<file path="config.mk">
export PLATFORM = sky130hd
export DESIGN_NAME = fetch_stage
export DESIGN_NICKNAME = d
export VERILOG_FILES = /design/src/rtl/fetch_stage.sv
export SDC_FILE = /design/constraint.sdc
export NUM_CORES = 1
export LEC_CHECK = 0
export CAP_MARGIN = 40
export CORE_MARGIN = 2
export CORE_UTILIZATION = 25
export CTS_BUF_LIST = sky130_fd_sc_hd__clkbuf_4
export CTS_CLUSTER_DIAMETER = 200
export DETAILED_ROUTE_END_ITERATION = 12
export SLEW_MARGIN = 20
export SYNTH_ARGS = -nofsm -noshare
export SYNTH_HDL_FRONTEND = slang
export SYNTH_SLANG_ARGS = --single-unit
</file>
<file path="constraint.sdc">
create_clock -name clock -period 3.4 [get_ports clock]
set_input_delay 0.68 -clock clock [delete_from_list [all_inputs] [get_ports clock]]
set_output_delay 0.68 -clock clock [all_outputs]
set_load 0.02 [all_outputs]
</file>
<file path="src/rtl/fetch_stage.sv">
// fetch_stage: instruction-fetch stage; owns the PC, drives the imem read port, loads IF/ID.
// Latency: memory read is combinational; a fetched word reaches IF/ID one edge after pc presents it.
// Backpressure: stall holds pc and IF/ID; a redirect wins over a stall and flushes IF/ID.
// Optional perf counters are compiled in with FETCH_PERF_CNT_EN; otherwise they read as zero.
module fetch_stage #(
    parameter int unsigned          ADDRWIDTH = 32,
    parameter int unsigned          DATAWIDTH = 32,
    parameter logic [ADDRWIDTH-1:0] RESET_PC  = 32'h01000000,
    parameter logic [DATAWIDTH-1:0] NOP_INSTR = 32'h00000013
) (
    input  logic                 clock,
    input  logic                 reset,
    input  logic                 stall,
    input  logic                 redirect_valid,
    input  logic [ADDRWIDTH-1:0] redirect_target,
    output logic [ADDRWIDTH-1:0] imem_address,
    output logic                 imem_read_write,
    input  logic [DATAWIDTH-1:0] imem_data_in,
    output logic                 if_id_valid,
    output logic [ADDRWIDTH-1:0] if_id_pc,
    output logic [ADDRWIDTH-1:0] if_id_pc_plus4,
    output logic [DATAWIDTH-1:0] if_id_instr,
    output logic                 misalign_err,
    output logic [31:0]          fetch_count,
    output logic [31:0]          stall_count
);

    // Per-edge action, already prioritised: redirect > stall > advance.
    typedef enum logic [1:0] {
        ACT_ADVANCE  = 2'd0,
        ACT_STALL    = 2'd1,
        ACT_REDIRECT = 2'd2
    } fetch_act_e;

    fetch_act_e             act;

    logic [ADDRWIDTH-1:0]   pc_q, pc_d;
    logic [ADDRWIDTH-1:0]   pc_plus4;
    logic [ADDRWIDTH-1:0]   redirect_aligned;
    logic                   redirect_misaligned;

    logic                   if_id_valid_q, if_id_valid_d;
    logic [ADDRWIDTH-1:0]   if_id_pc_q, if_id_pc_d;
    logic [ADDRWIDTH-1:0]   if_id_pc_plus4_q, if_id_pc_plus4_d;
    logic [DATAWIDTH-1:0]   if_id_instr_q, if_id_instr_d;
    logic                   misalign_err_q, misalign_err_d;

    // Sequential PC increment wraps naturally modulo 2^ADDRWIDTH.
    assign pc_plus4            = pc_q + ADDRWIDTH'(4);
    // Low two target bits are dropped; they only feed the sticky misalign flag.
    assign redirect_aligned    = {redirect_target[ADDRWIDTH-1:2], 2'b00};
    assign redirect_misaligned = (redirect_target[1:0] != 2'b00);

    // Memory port is a pure read port addressed directly by the PC.
    assign imem_address    = pc_q;
    assign imem_read_write = 1'b0;

    // Decode the control inputs into a single prioritised action.
    always_comb begin
        act = ACT_ADVANCE;
        if (redirect_valid) begin
            act = ACT_REDIRECT;
        end else if (stall) begin
            act = ACT_STALL;
        end
    end

    // Next-state for PC and the IF/ID register.
    always_comb begin
        pc_d             = pc_q;
        if_id_valid_d    = if_id_valid_q;
        if_id_pc_d       = if_id_pc_q;
        if_id_pc_plus4_d = if_id_pc_plus4_q;
        if_id_instr_d    = if_id_instr_q;
        unique case (act)
            ACT_REDIRECT: begin
                // Word at the old pc is discarded; IF/ID pc fields keep their last value.
                pc_d          = redirect_aligned;
                if_id_valid_d = 1'b0;
                if_id_instr_d = NOP_INSTR;
            end
            ACT_STALL: begin
                // Everything holds; the same address is re-read next cycle.
            end
            ACT_ADVANCE: begin
                pc_d             = pc_plus4;
                if_id_valid_d    = 1'b1;
                if_id_pc_d       = pc_q;
                if_id_pc_plus4_d = pc_plus4;
                if_id_instr_d    = imem_data_in;
            end
            default: begin
            end
        endcase
    end

    // Sticky misalignment flag, only cleared by reset.
    always_comb begin
        misalign_err_d = misalign_err_q;
        if (redirect_valid && redirect_misaligned) begin
            misalign_err_d = 1'b1;
        end
    end

    // PC, IF/ID and error-flag registers with synchronous reset.
    always_ff @(posedge clock) begin
        if (reset) begin
            pc_q             <= RESET_PC;
            if_id_valid_q    <= 1'b0;
            if_id_pc_q       <= '0;
            if_id_pc_plus4_q <= '0;
            if_id_instr_q    <= NOP_INSTR;
            misalign_err_q   <= 1'b0;
        end else begin
            pc_q             <= pc_d;
            if_id_valid_q    <= if_id_valid_d;
            if_id_pc_q       <= if_id_pc_d;
            if_id_pc_plus4_q <= if_id_pc_plus4_d;
            if_id_instr_q    <= if_id_instr_d;
            misalign_err_q   <= misalign_err_d;
        end
    end

    assign if_id_valid    = if_id_valid_q;
    assign if_id_pc       = if_id_pc_q;
    assign if_id_pc_plus4 = if_id_pc_plus4_q;
    assign if_id_instr    = if_id_instr_q;
    assign misalign_err   = misalign_err_q;

`ifdef FETCH_PERF_CNT_EN
    logic [31:0] fetch_count_q, fetch_count_d;
    logic [31:0] stall_count_q, stall_count_d;

    // Count valid loads into IF/ID and stall cycles not overridden by a redirect.
    always_comb begin
        fetch_count_d = fetch_count_q;
        stall_count_d = stall_count_q;
        if (act == ACT_ADVANCE) begin
            fetch_count_d = fetch_count_q + 32'd1;
        end
        if (act == ACT_STALL) begin
            stall_count_d = stall_count_q + 32'd1;
        end
    end

    // Counter registers; they wrap silently.
    always_ff @(posedge clock) begin
        if (reset) begin
            fetch_count_q <= '0;
            stall_count_q <= '0;
        end else begin
            fetch_count_q <= fetch_count_d;
            stall_count_q <= stall_count_d;
        end
    end

    assign fetch_count = fetch_count_q;
    assign stall_count = stall_count_q;
`else
    assign fetch_count = 32'd0;
    assign stall_count = 32'd0;
`endif

endmodule

</file>
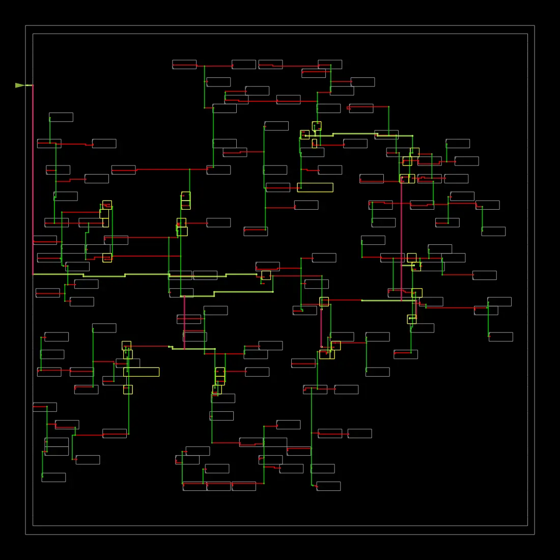
Figure 1: run 1, clock nets.
Clock Skew: 0.0208 ns
clock network power consumption: 1.06 mW
number of buffers created by CTS: 17
clock buffers: 17

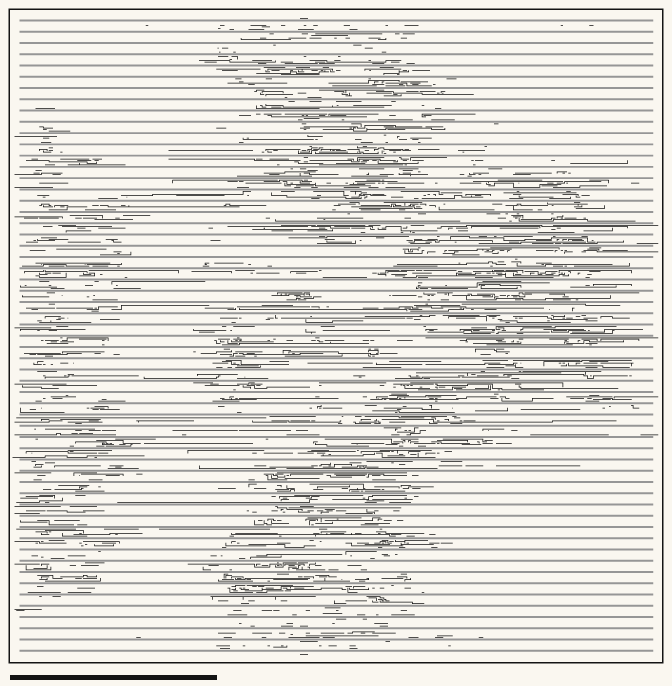
Figure 2: run 1, M1 wires.
Scale bar: 50 um. Supply wires on this layer in gray.
- share of all routed wire: 42%
- wire length on this layer: 7,880 um
- main direction: horizontal
via count of the routed design: 5,136
detailed-route wire length: 18.6 mm
met1 Track Usage GR: 17.9%

==> notes.md, run 1 <==
Figures from the implementation reports.

- After synthesis, the share of cell area in mux cells is 5.94%.
- Gates resized during post-CTS repair numbered 0.
- Traced cell by cell, the critical path runs through clkdlybuf4s50_1.
- The total cells reported by yosys after synthesis is 701.
- The worst register-to-register path has a depth of 6.
- The number of hold-repair buffers added at the cts stage reads 0.
- The basic-gate share of the synthesized area counting and, or, nand and nor cells is 20.2%.
- The time the final worst path needs with I/O delays and setup is 2.60 ns.
- The final weighted congestion of routability-driven global placement reads 0.731.
- The delay contributed by the slowest stage of the critical path reads 0.77 ns.
- Per the summary, power density relative to cell area is 404 mW/mm2.
- The most common logic cells in the final layout are sky130_fd_sc_hd__clkdlybuf4s50_1 (189), sky130_fd_sc_hd__dfxtp_1 (124), sky130_fd_sc_hd__nor2_1 (90), sky130_fd_sc_hd__nand2_1 (89), sky130_fd_sc_hd__conb_1 (71).
- The number of clock sinks reads 124.
- The transition time recorded at the tightest slew-check pin is 0.758 ns.
- The heaviest power group is sequential cells.
- Setup repair after global routing left no endpoint under its margin.
- Detailed-route iteration 0 reported a violation count of 275.
- The per-instance average area after synthesis reads 8.41 um2.
- The count of TritonRoute iterations in the first routing pass reads 5.
- For flop-to-flop paths, the worst setup slack is 0.96 ns.
- The post-synthesis async set-or-reset flop share is 0%.
- The path class of the lowest-slack min-delay path reads reg2reg.
- The main area contributors are sky130_fd_sc_hd__dfxtp_1 (42%), sky130_fd_sc_hd__buf_4 (9.2%), sky130_fd_sc_hd__mux2i_1 (5.9%), sky130_fd_sc_hd__nor2_1 (5.8%), sky130_fd_sc_hd__nand2_1 (5.7%).
- Combinational cells account for 18.9% of the total power.
- The row count reads 56.
- The top cell type's share of synthesized area reads 42.1%.
- For this run, the leading register cell type out of synthesis is sky130_fd_sc_hd__dfxtp_1.
- TritonRoute output was used to compute an average wire per cell of 15.5 um.
- The flow ran to the end, and the final reports show no timing, DRC or antenna violations.
- The number of warnings reported in the stage logs is 26.
- The maximum clock frequency is 384 MHz.
- Endpoints with negative setup slack in the final report add up to 0.
- Entering global routing, the biggest net connects 63 pins.
- The cell-mix breakdown from Yosys lists the adder-cell area share as 0.212%.
- The OpenROAD report gives the critical path a data arrival time of 1.92 ns.
- The combinational group power reads 0.619 mW.
- The synthesized-area fraction occupied by ao, oa, aoi and oai cells reads 11.5%.
- The number of placed instances with taps included reads 1,168.
- The max-capacitance violation count is 0.
- The number of nets still failing antenna checks after routing is 0.
- Yosys reports a chip area of 0.00590 mm2.
- The switching power summed over all nets reads 1.05 mW.
- The final critical-path setup slack reads 0.799 ns.
- The cell area reported after detailed placement reads 0.00784 mm2.
- Before placement the cells fill 25.3% of the core.
- TritonCTS built the clock tree.
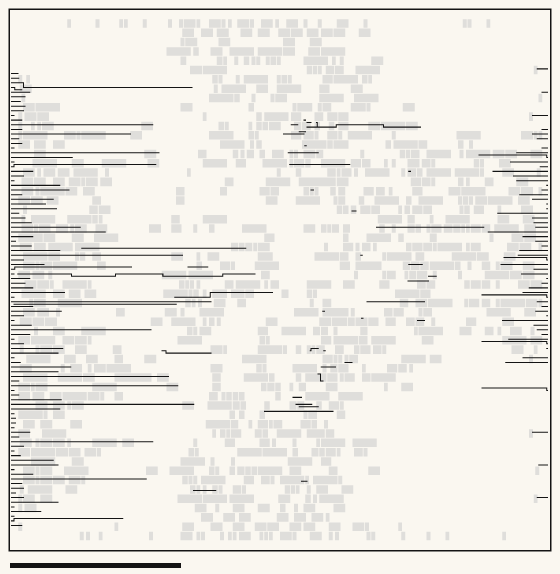
Figure 3: run 1, M3 wires.
Scale bar: 50 um. Cells faint in the background.
- longest straight run: 58.2 um
- nets with wire on the layer: 173
- main direction: horizontal

-- run 1: cell type report --
type / count / area share (%)
Clock inverter: 15 / 1.83
Timing Repair Buffer: 205 / 25.1
Sequential cell: 124 / 30.6
Antenna cell: 1 / 0.0308
Multi-Input combinational cell: 514 / 35.7
Inverter: 6 / 0.277
Tap cell: 319 / 4.92
Clock buffer: 17 / 1.57
-- run 1: cells in the mapped netlist (3+ instances only) --
library cell,n
sky130_fd_sc_hd__dfxtp_1,124
sky130_fd_sc_hd__nor2_1,91
sky130_fd_sc_hd__nand2_1,89
sky130_fd_sc_hd__buf_4,72
sky130_fd_sc_hd__a21oi_1,51
sky130_fd_sc_hd__clkbuf_1,39
sky130_fd_sc_hd__a211oi_1,36
sky130_fd_sc_hd__mux2i_1,35
sky130_fd_sc_hd__xor2_1,35
sky130_fd_sc_hd__nand3_1,23
sky130_fd_sc_hd__buf_2,12
sky130_fd_sc_hd__nand4_1,10
sky130_fd_sc_hd__xnor2_1,10
sky130_fd_sc_hd__nor3_1,8
sky130_fd_sc_hd__and3_1,7
sky130_fd_sc_hd__o21ai_0,7
sky130_fd_sc_hd__inv_1,6
sky130_fd_sc_hd__a211oi_2,4
sky130_fd_sc_hd__nor4_1,4
sky130_fd_sc_hd__or3_1,4
sky130_fd_sc_hd__buf_1,3
-- run 1: how the worst max path moves through the flow --
stage                    startpoint  slack (ns)            endpoint  cells past startpoint
floorplan                     stall        1.40      if_id_instr[0]                      5
CTS                 imem_address[9]        0.71     imem_address[9]                      1
global placement     redirect_valid        0.69  if_id_pc_plus4[11]                      6
detailed placement   redirect_valid        0.65    imem_address[11]                      6
global route        imem_address[9]        0.65     imem_address[9]                      1
finish              imem_address[9]        0.80     imem_address[9]                      1
-- run 1: metal layers --
layer / global-route usage, % / wire length [um] / part of all wire [%] / up-vias
met1: 17.9 / 7880 / 42 / 2333
met4: 4.85 / 262 / 1.4 / 2
met2: 23.4 / 8470 / 46 / 217
met3: 7.28 / 1930 / 10 / 25
li1: - / - / - / 2559
met5: 0 / 16 / 0.086 / -
-- run 1: flip-flops by register name, summed over array words and instances, names as in the netlist --
| register | flops |
|---|---|
| imem_address | 30 |
| if_id_instr | 32 |
| if_id_pc_plus4 | 30 |
| if_id_valid | 1 |
| if_id_pc | 30 |
| misalign_err | 1 |
-- run 1: cells by family (layout without fill, tap and decap cells) --
kind of cell / Yosys count / in the layout
compound gates: 107 / 107
flops: 124 / 124
simple gates: 255 / 255
buf+inv: 133 / 243
xor+xnor: 45 / 45
other cells: 1 / 72
fa+ha+maj: 1 / 1
mux: 35 / 35
-- run 1: stage by stage --
| stage | utilization (%) | power [mW] | hold WS (ns) |
|---|---|---|---|
| after global placement | 33.6 | 2.25 | 0.432 |
| after detailed placement | 33.6 | 2.26 | 0.443 |
| final | 34.8 | 3.28 | 0.458 |
| after CTS | 34.8 | 3.32 | 0.464 |
| after global routing | 34.8 | 3.45 | 0.485 |
| after floorplan | - | 2.02 | 0.522 |
Figure 4. The metal 2 layer (run 1).
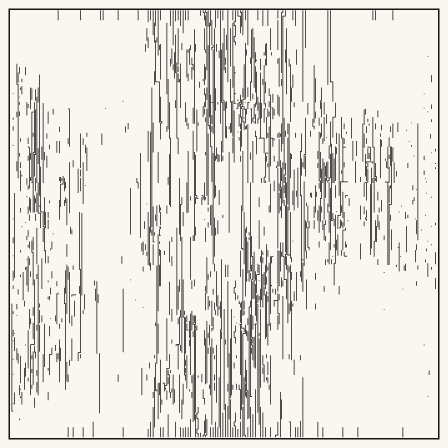

==> run 2, diff against run 1 <==
==> constraint.sdc (replaced) <==
create_clock -name clock -period 2.5 [get_ports clock]
set_input_delay 0.5 -clock clock [delete_from_list [all_inputs] [get_ports clock]]
set_output_delay 0.5 -clock clock [all_outputs]
set_load 0.02 [all_outputs]
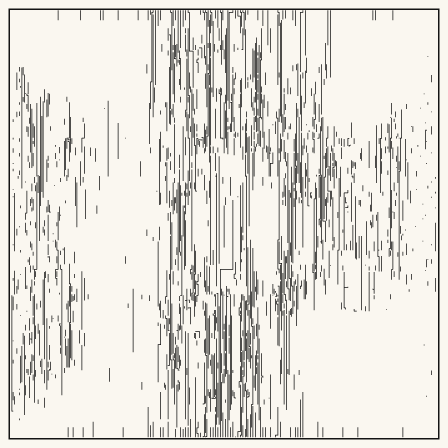
Figure 5: run 2, the metal 2 layer.
- wire length on this layer: 8,550 um
- share of all routed wire: 46%
met2 capacity usage during global routing: 23.9%
detailed-route wire length: 18.5 mm
via count of the routed design: 5,206

==> run 2 against run 1 <==
  * Register-to-register slack worse by 0.55 ns
  * Combinational power up about 40%
  * Synthesized cell count unchanged
  * Non-clock buffer count up 13
  * Clock skew down 0.0010 ns
  * Design area up 0.62%
  * Critical path type unchanged
  * Critical endpoint is now imem_address[15]
==> notes.md, run 2 <==
Figures from the implementation reports.

- The run finished with clean final reports.
- Listed in order, past its start point the critical path passes clkdlybuf4s50_1.
- The main area contributors are sky130_fd_sc_hd__dfxtp_1 (42%), sky130_fd_sc_hd__buf_4 (9.2%), sky130_fd_sc_hd__mux2i_1 (5.9%), sky130_fd_sc_hd__nor2_1 (5.8%), sky130_fd_sc_hd__nand2_1 (5.7%).
- The final weighted congestion of routability-driven global placement reads 0.734.
- The path class of the lowest-slack min-delay path is in2reg.
- The number of placed instances with taps included reads 1,181.
- During placement, the flow inserted port buffers numbering 191.
- The most numerous cell in the Yosys netlist reads sky130_fd_sc_hd__dfxtp_1.
- Together, buffers and inverters on the worst path number 1.
- The register with the most flip-flops in the layout has 32 of them.
- Post-synth the commonest register cell is sky130_fd_sc_hd__dfxtp_1.
- In the final report, the number of pins over their slew limit comes to 0.
- The number of cells on the critical path reads 1.
- The placeable core area reads 0.0233 mm2.
- The top cell type by total area after synthesis is sky130_fd_sc_hd__dfxtp_1.
- In the final routed layout, each cell accounts on average for 15.2 um.
- The overall die area reads 0.0248 mm2.
- Across the run, the number of max-cap violations was 0.
- At the pin with the least slew margin, the transition time is 0.605 ns.
- Setup repair after global routing left no endpoint under its margin.
- After routing, the total negative slack on setup checks comes to 0 ns.
- The count of TritonRoute iterations in the first routing pass is 4.
- The share of post-route cells with drive strength above 1 reads 8.50%.
- The global-route wire length before repair is 27.9 mm.
- The number of I/O pins reads 263.
- The clock tree buffer depth reads 2.
- The average instance in the mapped netlist occupies 8.41 um2.
- The residual DRC count is 0.
- The time the final worst path needs with I/O delays and setup reads 2.32 ns.
- The worst hold slack across all endpoints is 0.362 ns.
- The number of nets still failing antenna checks after routing is 0.
- The logic depth of the worst register-to-register path is 5.
- Yosys reported that registers with async set or reset make up 0%.
- The core utilization before placement is 25.3%.
- The delay contributed by the slowest stage of the critical path is 0.70 ns.
- The synth_stat.txt file lists the number of cells as 701.
- Per the OpenROAD power report, leakage power amounts to 3.03 nW.
- Warnings raised by the tools during the run amount to 26.
- The deepest level of the CTS H-tree reads 4.
- The slowest stage of the critical path is the sky130_fd_sc_hd__clkdlybuf4s50_1 cell.
- The most frequently placed logic cell in the final layout is sky130_fd_sc_hd__clkdlybuf4s50_1.
- The fraction of the yosys area taken by sequential cells reads 42.1%.
- The number of DRC markers after the initial detailed-route iteration reads 242.
- The cell resize tally after clock tree synthesis reads 0.
- The number of clock buffers inserted by TritonCTS is 17.
- TritonCTS built the clock tree.
- The number of hold-repair buffers added at the cts stage reads 0.
- The yosys-reported design area after synthesis reads 0.00590 mm2.
- After clock tree synthesis, the clock-pin slew on the worst setup and hold paths is 0.12 ns.
- The areal power density over the cells reads 518 mW/mm2.
- The average vias per placed instance is 4.29.
- The final power report lists total power as 4.23 mW.
- Entering global routing, the biggest net connects 62 pins.
- The top cell type's share of synthesized area reads 42.1%.
- The top cell types in the final layout, fill and taps aside, are sky130_fd_sc_hd__clkdlybuf4s50_1 (189), sky130_fd_sc_hd__dfxtp_1 (124), sky130_fd_sc_hd__nor2_1 (90), sky130_fd_sc_hd__nand2_1 (89), sky130_fd_sc_hd__conb_1 (71).
- Setup violations remaining at the end of the flow were counted as 0.
- The row count reads 56.
- The type of origin of the critical path is a flip-flop.
- The commonest cells after synthesis are sky130_fd_sc_hd__dfxtp_1 (124), sky130_fd_sc_hd__nor2_1 (91), sky130_fd_sc_hd__nand2_1 (89).
- The highest clock rate this design can be run at is 431 MHz.
- Data arrives at the worst endpoint at 1.82 ns.
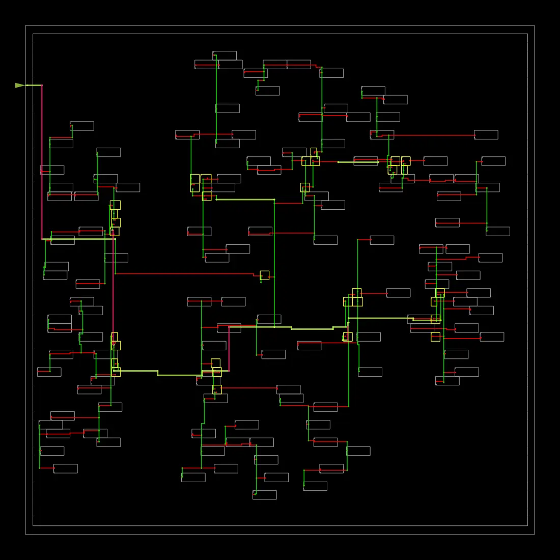
Figure 6: run 2, clock nets.
clock network power consumption: 1.20 mW
Clock Skew: 0.0198 ns
worst skew pair latency: 0.53 ns
clock sink count: 124

==> run 2: worst paths after layout <==
check / from / endpoint / slack, ns
setup reg to reg: imem_address[4] / if_id_pc_plus4[17] / 0.41
hold reg to reg: if_id_valid / if_id_valid / 0.46
hold / removal: reset / if_id_pc[20] / 0.36
setup / recovery: imem_address[15] / imem_address[15] / 0.18
==> run 2: routing by layer <==
metal	part of all wire [%]	global-route usage, %	routed length [um]
met1	43	18.1	7910
met2	46	23.9	8550
met3	10	6.82	1870
met4	0.66	3.77	122
met5	0.070	0	13
==> run 2: cell type report <==
cell class | instances | area (um2)
Clock inverter | 15 | 101
Antenna cell | 1 | 2.50
Tap cell | 319 | 399
Clock buffer | 17 | 128
Multi-Input combinational cell | 514 | 2900
Sequential cell | 124 | 2480
Timing Repair Buffer | 218 | 2130
Fill cell | 2459 | 15200
Inverter | 6 | 22.5
==> run 2: cell families after synthesis <==
group	count (synthesis)	synth area share [%]
buffers and inverters	133	13.3
adders and majority gates	1	0.212
xor gates and xnor gates	45	6.68
muxes	35	5.94
DFF	124	42.1
and+or+nand+nor	255	20.2
other	1	0.0636
AOI/OAI and AO/OA	107	11.5
==> run 2: where the power goes <==
group | switching [mW] | leakage [nW] | internal [mW] | total, mW
combinational | 0.486 | 1.90 | 0.379 | 0.865
clock | 0.819 | 0.116 | 0.386 | 1.20
sequential | 0.0944 | 1.02 | 2.07 | 2.16
==> run 2: through the flow <==
stage | utilization, % | instance area, um2 | setup slack (ns)
floorplan | - | 6160 | 0.526
global placement | 34.0 | 7940 | 0.315
finish | 35.0 | 8170 | 0.177
global route | 35.0 | 8170 | 0.0661
CTS | 35.0 | 8170 | 0.123
detailed placement | 34.0 | 7940 | 0.344
Figure 7. M1 wires (run 2).
Scale bar: 50 um. Supply wires on this layer in gray.
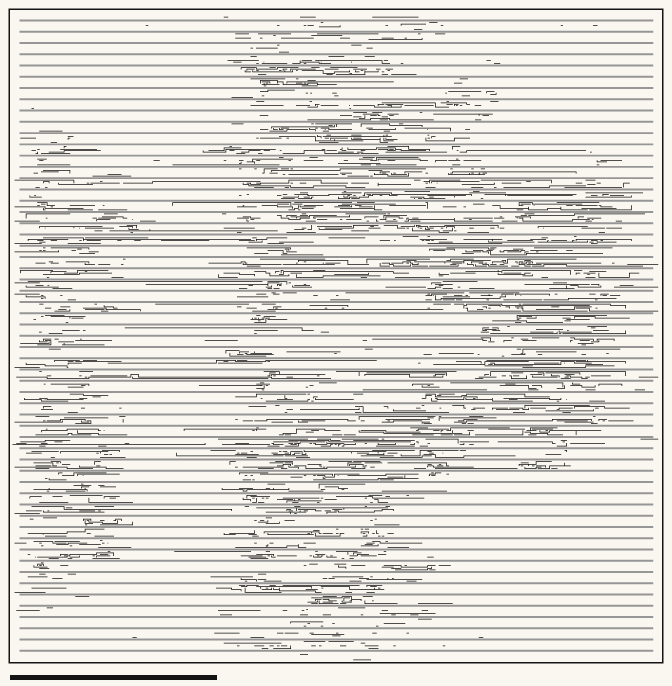

==> run 3, diff against run 2 <==
--- a/config.mk
+++ b/config.mk
@@ -11,6 +11,8 @@
 export CTS_BUF_LIST = sky130_fd_sc_hd__clkbuf_4
 export CTS_CLUSTER_DIAMETER = 200
 export DETAILED_ROUTE_END_ITERATION = 12
+export GPL_TIMING_DRIVEN = 0
+export HOLD_SLACK_MARGIN = 0.06
 export SLEW_MARGIN = 20
 export SYNTH_ARGS = -nofsm -noshare
 export SYNTH_HDL_FRONTEND = slang
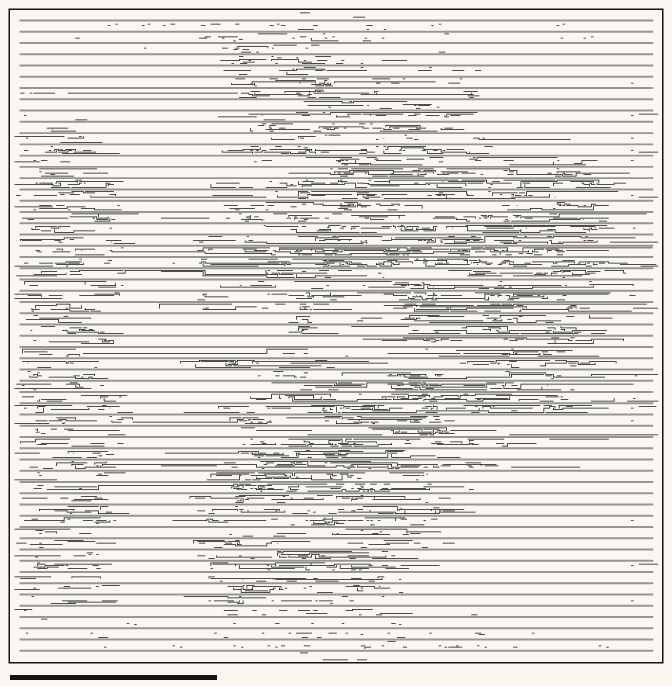
Figure 8: run 3, M1 wires.
Scale bar: 50 um. Supply wires on this layer in gray.
- main direction: horizontal
- nets with wire on the layer: 894
- longest straight run: 44.4 um
- wire length on this layer: 8,570 um

==> run 3 against run 2 <==
  * Design area is 7.0% higher
  * Non-clock buffer count up 102
  * Clock skew grew 0.0074 ns
  * Critical path depth grew 5
  * Sequential power about the same
  * Flip-flop count is the same
  * Utilization rose by 2.4 points
  * Via count rose by 6.3%
  * Sequential share of layout area decreased by 2.0 points
  * Clock power up about 10%
  * Register-to-register slack worse by 0.20 ns
  * Clock-buffer cell count grew 1
  * Largest power group unchanged
==> notes.md, run 3 <==
Figures from the implementation reports.

- The number of OpenROAD warnings is 26.
- The top cell type by total area after synthesis is sky130_fd_sc_hd__dfxtp_1.
- The maximum clock frequency reads 421 MHz.
- The layout filler cell count is 2,467.
- The deepest level of the CTS H-tree is 4.
- The per-instance average area after synthesis reads 8.41 um2.
- The commonest register cell is sky130_fd_sc_hd__dfxtp_1.
- The setup slack after placement is -0.450 ns.
- The floorplan step defined a core boundary enclosing 0.0233 mm2.
- The type of origin of the critical path reads an input port.
- The max-capacitance violation count reads 0.
- The clock network latency to the later pin of the worst-skew pair is 0.54 ns.
- Detailed routing inserted a total of 5,532 vias.
- The average vias per placed instance is 4.21.
- The sum of internal, switching and leakage power reads 4.48 mW.
- The pin slew with the least headroom to its limit reads 0.720 ns.
- The worst endpoint data arrival time is 2.78 ns.
- The standby leakage power reads 3.41 nW.
- The wire length after detailed routing is 20.8 mm.
- During I/O placement, the number of pins put on the boundary was 263.
- The final critical-path setup slack reads 0.123 ns.
- The cell at the slowest stage of the critical path is sky130_fd_sc_hd__clkbuf_1.
- The post-route netlist has 12.8% of its cells at a drive strength greater than 1.
- The top cell type's share of synthesized area reads 42.1%.
- On the worst path, the slowest cell contributes a delay of 0.61 ns.
- Warnings reported by Yosys during synthesis add up to 0.
- The count of TritonRoute iterations in the first routing pass is 4.
- Looking at the clock tree report, the maximum root-to-sink buffer count equals 2.
- The final-report setup violation count is 0.
- The maximum number of pins on one net before global-route repair reads 17.
- Sorting the synthesized cells by area gives the leading types as sky130_fd_sc_hd__dfxtp_1 (42%), sky130_fd_sc_hd__buf_4 (9.2%), sky130_fd_sc_hd__mux2i_1 (5.9%), sky130_fd_sc_hd__nor2_1 (5.8%), sky130_fd_sc_hd__nand2_1 (5.7%).
- The setup slack of the most critical reg-to-reg path reads 0.21 ns.
- Counting both buffers and inverters, the worst setup path holds a total of 4.
- The path class of the lowest-slack min-delay path is reg2reg.
- The flow ran to the end, and the final reports show no timing, DRC or antenna violations.
- The library cells used most frequently in the layout, excluding fill and tap cells, are sky130_fd_sc_hd__clkdlybuf4s50_1 (191), sky130_fd_sc_hd__dfxtp_1 (124), sky130_fd_sc_hd__nor2_1 (91), sky130_fd_sc_hd__nand2_1 (89), sky130_fd_sc_hd__buf_4 (73).
- According to the Yosys statistics, the synthesized design has a chip area of 0.00590 mm2.
- The number of placed instances with taps included is 1,281.
- The register with the most flip-flops in the layout has 32 of them.
- The number of DRC markers after the initial detailed-route iteration reads 226.
- For reference, the final report shows the max-slew violation count at 0.
- The clock tree has to reach 124 sinks.
- The clock edge transition at the registers on the reported setup and hold paths is 0.10 ns.
- The number of nets still failing antenna checks after routing is 0.
- The time the final worst path needs with I/O delays and setup reads 2.38 ns.
- The number of global-route vias before repair reads 5,440.
- The most frequently placed logic cell in the final layout is sky130_fd_sc_hd__clkdlybuf4s50_1.
- Per the GRT congestion report, total overflow comes to 0.
- The register area is 0.00248 mm2.
- Per the detail_route report, DRC violations left total 0.
- The most numerous cell in the Yosys netlist is sky130_fd_sc_hd__dfxtp_1.
- The post-synthesis async set-or-reset flop share reads 0%.
- The clock tree from TritonCTS is built.
- The report lists the power per cell area as 512 mW/mm2.
- RePlAce ended its routability-driven mode at a weighted congestion of 0.830.
- By count the netlist is led by sky130_fd_sc_hd__dfxtp_1 (124), sky130_fd_sc_hd__nor2_1 (91), sky130_fd_sc_hd__nand2_1 (89).
- The total cells reported by yosys after synthesis reads 701.
- The area of the multi-input gates reads 0.00289 mm2.
- The overall die area is 0.0248 mm2.
- The total of buffers placed on input and output ports is 191.
- The report lists the number of standard-cell rows as 56.
- Setup repair after global routing left no endpoint under its margin.
- The core utilization before placement is 25.3%.
- After clock tree synthesis, the flow added hold-fix buffers numbering 0.
- The first global-routing pass estimated 31.2 mm of wire.
- The cell sequence reported for the critical path is clkdlybuf4s50_1 > clkbuf_1 > clkbuf_1 > buf_2 > mux2i_1 > nor2_1.
- The detailed-route wire length per cell is 15.9 um.
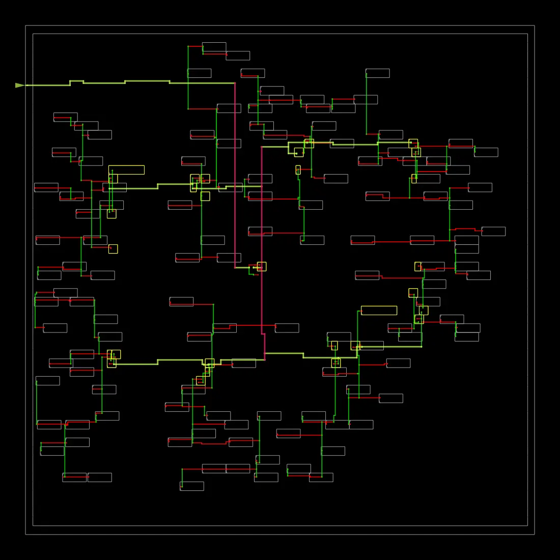
Figure 9: run 3, clock nets.
clock buffers: 18
Clock Skew: 0.0272 ns
clock network power consumption: 1.34 mW

run 3: worst register-to-register path, stage by stage (launching register included):
cell	delay [ns]
sky130_fd_sc_hd__dfxtp_1	0.35
sky130_fd_sc_hd__clkbuf_1	0.29
sky130_fd_sc_hd__nand4_1	0.33
sky130_fd_sc_hd__nor3_2	0.57
sky130_fd_sc_hd__a211oi_1	0.18
sky130_fd_sc_hd__a2111oi_1	0.44
run 3: final cells by class:
type / count / area share, %
clock buffer: 18 / 1.55
inverter: 6 / 0.258
sequential: 124 / 28.4
timing repair buffer: 193 / 22.1
multi-input combinational: 514 / 33.1
buffer: 127 / 8.75
tap: 319 / 4.57
clock inverter: 11 / 1.20
antenna: 3 / 0.0859
run 3: per-layer routing:
layer / up-vias / share of wire [%] / global-route usage, % / wire length (um)
li1: 2784 / - / - / -
met1: 2486 / 41 / 19.0 / 8570
met2: 225 / 46 / 27.9 / 9610
met3: 31 / 11 / 8.27 / 2270
met4: 6 / 1.7 / 4.72 / 350
met5: - / 0.21 / 0 / 44
run 3: report_power, final:
part           leakage (nW)  internal [mW]  switching (mW)
registers              1.02           2.07          0.0795
logic                  2.26          0.447           0.540
clock network         0.129          0.568           0.771
total                  3.41           3.09            1.39
run 3: per-stage QoR:
stage | hold WS (ns) | util (%) | area, um2 | setup TNS [ns]
detailed placement | 0.441 | 36.3 | 8470 | -28.96
floorplan | 0.522 | - | 6160 | 0
CTS | 0.463 | 37.3 | 8710 | 0
global placement | 0.431 | 36.3 | 8470 | -28.89
finish | 0.459 | 37.4 | 8740 | 0
global route | 0.484 | 37.4 | 8730 | 0
run 3: path summary, 6_finish.rpt:
kind         cells after the start             from          endpoint
max                              6            stall   if_id_instr[15]
min                              2      if_id_valid       if_id_valid
max reg2reg                      5  imem_address[8]  imem_address[23]
min reg2reg                      2      if_id_valid       if_id_valid
run 3: logic make-up after synthesis:
family,after synthesis,share of synthesized area [%]
simple gates,255,20.2
flops,124,42.1
mux,35,5.94
buf+inv,133,13.3
fa+ha+maj,1,0.212
compound gates,107,11.5
xor+xnor,45,6.68
other cells,1,0.0636
run 3: what timing repair did:
action	CTS	global route
buffers inserted	0	1
resized	0	2
setup endpoints to repair	0	2
Power is estimated from default activity; no workload was simulated.
